util_map.png
(4 px per um) The die is cut into 8 by 8 equal tiles; white is low, dark blue is high, 0 to 100% covered.
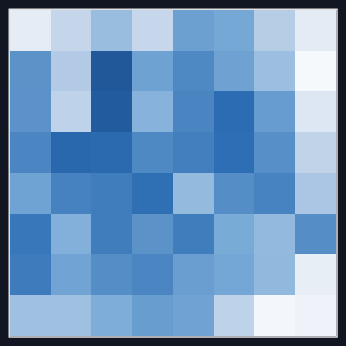
m1.png
(3 px per um) Supply wires on this layer in grey.
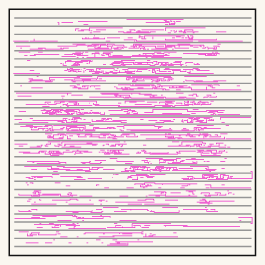
clock_nets.png
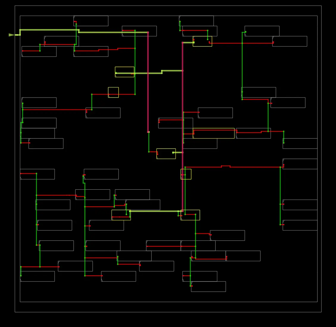
[config.mk]
export PLATFORM = sky130hd
export DESIGN_NAME = lifo_reader
export DESIGN_NICKNAME = d
export VERILOG_FILES = /design/src/rtl/lifo_reader.sv
export SDC_FILE = /design/constraint.sdc
export NUM_CORES = 1
export LEC_CHECK = 0
export ABC_AREA = 1
export CAP_MARGIN = 20
export CORE_UTILIZATION = 45
export CTS_CLUSTER_SIZE = 25
export DETAILED_ROUTE_END_ITERATION = 6
export GPL_ROUTABILITY_DRIVEN = 0
export HOLD_SLACK_MARGIN = 0.05
export MAX_ROUTING_LAYER = met4
export PLACE_DENSITY = 0.66
export SYNTH_ARGS = -nofsm -noshare
export SYNTH_HDL_FRONTEND = slang
export SYNTH_SLANG_ARGS = --single-unit
[constraint.sdc]
create_clock -name clk -period 2.3 [get_ports clk]
set_clock_uncertainty 0.15 [all_clocks]
set_input_delay 0.46 -clock clk [delete_from_list [all_inputs] [get_ports clk]]
set_output_delay 0.46 -clock clk [all_outputs]
set_load 0.01 [all_outputs]
[src/rtl/lifo_reader.sv]
// Pops the calculator's result/opcode LIFO with spaced read strobes and latches
// the popped pair for the seven-segment display; drain mode walks the whole stack.
module lifo_reader #(
  parameter int PULSE_W = 2,
  parameter int SETTLE  = 1,
  parameter int DWELL   = 25_000_000
) (
  input  logic       clk,
  input  logic       reset_n,
  input  logic       pop_req,
  input  logic       drain_req,
  input  logic       lifo_empty,
  input  logic [5:0] lifo_result,
  input  logic [2:0] lifo_opcode,
  output logic       lifo_read,
  output logic       wr_inhibit,
  output logic [5:0] disp_result,
  output logic [2:0] disp_opcode,
  output logic       disp_valid,
  output logic [2:0] pop_count,
  output logic       done,
  output logic       underflow
);

  localparam int MAXC = (PULSE_W > SETTLE) ? ((PULSE_W > DWELL) ? PULSE_W : DWELL)
                                           : ((SETTLE  > DWELL) ? SETTLE  : DWELL);
  localparam int CW   = $clog2(MAXC + 1);

  localparam logic [CW-1:0] LD_PULSE  = CW'(PULSE_W);
  localparam logic [CW-1:0] LD_SETTLE = CW'(SETTLE);
  localparam logic [CW-1:0] LD_DWELL  = CW'(DWELL);
  localparam logic [CW-1:0] ONE       = CW'(1);

  typedef enum logic [2:0] {
    ST_IDLE    = 3'd0,
    ST_PULSE   = 3'd1,
    ST_SETTLE  = 3'd2,
    ST_CAPTURE = 3'd3,
    ST_DWELL   = 3'd4
  } state_t;

  state_t        state;
  logic [CW-1:0] cnt;
  logic          drain;

  // Counter holds the cycles remaining in the current phase; a value of one
  // marks the last cycle, so each phase lasts exactly its loaded count.
  always_ff @(posedge clk or negedge reset_n) begin
    if (!reset_n) begin
      state       <= ST_IDLE;
      cnt         <= '0;
      drain       <= 1'b0;
      lifo_read   <= 1'b0;
      wr_inhibit  <= 1'b0;
      disp_result <= '0;
      disp_opcode <= '0;
      disp_valid  <= 1'b0;
      pop_count   <= '0;
      done        <= 1'b0;
      underflow   <= 1'b0;
    end else begin
      done      <= 1'b0;
      underflow <= 1'b0;
      case (state)
        ST_IDLE: begin
          if (pop_req || drain_req) begin
            if (lifo_empty) begin
              underflow <= 1'b1;
            end else begin
              drain      <= drain_req;
              state      <= ST_PULSE;
              lifo_read  <= 1'b1;
              wr_inhibit <= 1'b1;
              cnt        <= LD_PULSE;
            end
          end
        end
        ST_PULSE: begin
          if (cnt == ONE) begin
            lifo_read <= 1'b0;
            state     <= ST_SETTLE;
            cnt       <= LD_SETTLE;
          end else begin
            cnt <= cnt - ONE;
          end
        end
        ST_SETTLE: begin
          if (cnt == ONE) state <= ST_CAPTURE;
          else            cnt   <= cnt - ONE;
        end
        ST_CAPTURE: begin
          disp_result <= lifo_result;
          disp_opcode <= lifo_opcode;
          disp_valid  <= 1'b1;
          if (pop_count != 3'd7) pop_count <= pop_count + 3'd1;
          if (drain) begin
            state <= ST_DWELL;
            cnt   <= LD_DWELL;
          end else begin
            done       <= 1'b1;
            state      <= ST_IDLE;
            wr_inhibit <= 1'b0;
          end
        end
        ST_DWELL: begin
          if (cnt == ONE) begin
            if (lifo_empty) begin
              done       <= 1'b1;
              state      <= ST_IDLE;
              wr_inhibit <= 1'b0;
            end else begin
              state     <= ST_PULSE;
              lifo_read <= 1'b1;
              cnt       <= LD_PULSE;
            end
          end else begin
            cnt <= cnt - ONE;
          end
        end
        default: begin
          state      <= ST_IDLE;
          lifo_read  <= 1'b0;
          wr_inhibit <= 1'b0;
        end
      endcase
    end
  end

endmodule

==> design notes <==
After detailed routing, the number of remaining DRC violations is 0. The post-synth count of flops with an enable pin is 0. Routed signal wires occupy layers up through met4. The endpoint of the worst hold-timing path is disp_valid. After detailed routing, the met3 layer carries 307 um of wire.

Counting distinct cell types in the post-synthesis netlist gives 28. In this run the tools logged warnings totalling 27. Horizontal die dimension: 81.6 um.

The tree is rooted in a sky130_fd_sc_hd__clkbuf_8. On the critical path the data arrives at 2.09 ns. The cell type with the largest total area after synthesis was sky130_fd_sc_hd__dfrtp_1. For reference, the placement row count at floorplan is 28.

The setup check on the worst reg-to-reg path leaves a slack of 0.27 ns. The sequential share of power is 0.310, and the final critical delay including setup and external delays is 2.03 ns. According to the floorplan report, the placeable core area is 6030 um^2.

Detailed placement finished with a half-perimeter wire length of 5020 um. With the detailed-route wire length per cell at 12.5 um, the total die size is 6650 um^2. For the count of placed standard cells including taps, the log shows 525. The actual transition at the worst max-transition pin came out at 0.563 ns. The power in the clock group is 0.000623 W. Number of instances on the worst hold path: 1.

Once placement finished, the instance area stood at 3290 um^2. Number of global-route vias before repair: 2547. The share of flip-flops with an asynchronous set or reset after synthesis came out at 1.00.

By count the netlist is led by sky130_fd_sc_hd__nand2_1, sky130_fd_sc_hd__nor2_1, sky130_fd_sc_hd__dfrtp_1. The script logs the ratio of routed vias to standard cells as 5.01. The tools report the proportion of synthesized chip area in sequential cells as 0.404.

At the worst endpoint, the required time is 2.36 ns. Nets still carrying antenna violations after routing amount to 0. The tools report the maximum frequency from static timing analysis as 493 MHz.

Most used routing layer in global routing: met2. The number of max-cap violations is 0. The number of nets in the layout came out at 476. The met1 layer wirelength in the final routing came out at 3230 um. The run gives 0 as the number of antenna diodes. The type recorded for the worst min-delay path is flop to flop. For this run the aggregate overflow at the end of global routing stands at 0.

The worst slack on hold paths came out at 0.334 ns. Yosys instantiated no cell more often than sky130_fd_sc_hd__nand2_1. According to the floorplan report, the die height is 81.6 um. During I/O placement, the number of pins put on the boundary was 31. For the met3 capacity usage during global routing, the log shows 0.0378. Gates resized during post-CTS repair numbered 0. The tools report the type of element launching the critical path as a flop. The area taken by multi-input combinational cells is reported as 1490 um^2.

The synthesized flop and latch total came out at 46. Among all flip-flop cells after synthesis, the most frequent one is sky130_fd_sc_hd__dfrtp_1. The run gives 0.625 as the worst slew slack as a fraction of its limit. In the synthesis report, Yosys lists the chip area as 2850 um^2. The startpoint identified for the worst register-to-register timing path is cnt[0]. The number of clock buffers added by TritonCTS is 5. The number of cells reported by Yosys stat comes to 416. The top-area cell type share of the netlist area was 0.404; the tally of non-filler cells in the final layout was 534. The cell sequence reported for the critical path is inv_1 > ha_1 > nand2_1 > nor2_1 > nand2_1 > inv_1 > nand2_1 > nand2_1 > nand2_1 > nand2_1 > nand2_1 > nand2_1 > nand2_1.

The filler cells instantiated in the layout total 601. The run gives 0.567 as the final design utilization. Sequential cells consume a total of 0.00155 W. Setup repair after global routing left no endpoint under its margin. At floorplan, the net count of the design was reported as 434. The setup path with the least slack is of type flop to flop. The flow ran to the end, and the final reports show no timing, DRC or antenna violations.

The number of DRC markers in iteration 0 was 138; the area growth from synthesis to layout was 19.9%. The tools report the maximum resistive drop on vdd as 0.754 mV. The H-tree was split into 2 levels. The timing report attributes the biggest portion of critical-path delay to simple AND/OR/NAND/NOR gates. The smallest setup slack after layout was 0.271 ns. Share of cells above drive strength 1: 0.107. The number of hold-repair buffers added at the cts stage was 1.

The switching share of total power came out at 0.478. Mean post-synth cell area: 6.85 um^2. Standard cell with the maximum stage delay on the critical path: sky130_fd_sc_hd__dfrtp_1.
Back to the opening pictures, util_map.png:
- tiles over 75% full: 9.4%
- mean over tiles: 50%
- fullest tile: 84%
- emptiest ninth of the die: lower right

Back to the opening pictures, m1.png:
- main direction: horizontal
- wire length on this layer: 3230 um
- nets with wire on the layer: 437
Routed Wire Length: 6680 um
grt met1 use: 0.310
total number of vias: 2678

Back to the opening pictures, clock_nets.png:
clock latency at the later pin of the worst-skew pair: 0.31 ns
Layout clock buffers: 5

worst register-to-register path: cells and delay by family, from the launching register on:
| family | cells | cell delay (ns) |
|---|---|---|
| AND/OR/NAND/NOR | 10 | 0.93 |
| adder cells (fa/ha/maj) | 1 | 0.21 |
| buffers and inverters | 2 | 0.22 |
| flip-flops | 1 | 0.41 |
area by class of cell:
type | instances | area share
Tap cell | 75 | 0.0275
Sequential cell | 46 | 0.337
Timing Repair Buffer | 41 | 0.115
Clock inverter | 3 | 0.0132
Inverter | 47 | 0.0516
Clock buffer | 5 | 0.0201
Multi-Input combinational cell | 317 | 0.436
placed cells by master (no fill, tap or decap):
cell                                n
sky130_fd_sc_hd__a21oi_1            9
sky130_fd_sc_hd__buf_12             1
sky130_fd_sc_hd__buf_2              1
sky130_fd_sc_hd__buf_4              9
sky130_fd_sc_hd__bufinv_16          1
sky130_fd_sc_hd__clkbuf_8           5
sky130_fd_sc_hd__clkdlybuf4s50_1   29
sky130_fd_sc_hd__clkinvlp_4         2
sky130_fd_sc_hd__dfrtp_1           46
sky130_fd_sc_hd__dlygate4sd3_1      1
sky130_fd_sc_hd__ha_1               4
sky130_fd_sc_hd__inv_1             39
sky130_fd_sc_hd__inv_2              8
sky130_fd_sc_hd__mux2_2             3
sky130_fd_sc_hd__nand2_1          168
sky130_fd_sc_hd__nand2_2            1
sky130_fd_sc_hd__nand3_1           16
sky130_fd_sc_hd__nand3_2            2
sky130_fd_sc_hd__nand3_4            1
sky130_fd_sc_hd__nand3b_1           2
sky130_fd_sc_hd__nand4_1           17
sky130_fd_sc_hd__nor2_1            52
sky130_fd_sc_hd__nor2_2             8
sky130_fd_sc_hd__nor2_4             3
sky130_fd_sc_hd__nor3_1             2
sky130_fd_sc_hd__nor4_1             1
sky130_fd_sc_hd__o211ai_1           1
sky130_fd_sc_hd__o21ai_0           12
sky130_fd_sc_hd__o21ai_2            1
sky130_fd_sc_hd__o22ai_1            1
sky130_fd_sc_hd__or2_2              3
sky130_fd_sc_hd__xnor2_1            4
sky130_fd_sc_hd__xor2_1             6
how the worst max path moves through the flow:
| stage | startpoint | endpoint | slack (ns) | cells past startpoint |
|---|---|---|---|---|
| 6_report | cnt[0] | cnt[20] | 0.27 | 13 |
| 5_1_grt | cnt[6] | cnt[6] | 0.03 | 9 |
| 4_1_cts | cnt[9] | cnt[13] | 0.25 | 9 |
| 3_5_place_dp | drain_req | cnt[16] | 0.20 | 8 |
| 3_3_place_gp | drain_req | cnt[13] | 0.26 | 8 |
| 2_1_floorplan | cnt[0] | cnt[20] | 0.52 | 13 |
sequential cells by signal, summed over array words and instances (netlist names):
register	count
cnt	25
disp_opcode	3
disp_result	6
disp_valid	1
done	1
drain	1
lifo_read	1
pop_count	3
state	3
underflow	1
wr_inhibit	1
logic make-up after synthesis:
logic type | Yosys count | share of synthesized area
XOR/XNOR | 10 | 0.0307
adder cells (fa/ha/maj) | 4 | 0.0176
flip-flops | 46 | 0.404
buffers and inverters | 53 | 0.0733
AND/OR/NAND/NOR | 276 | 0.418
AND-OR/OR-AND | 24 | 0.0448
multiplexers | 3 | 0.0119
Power and IR drop assume default switching activity.
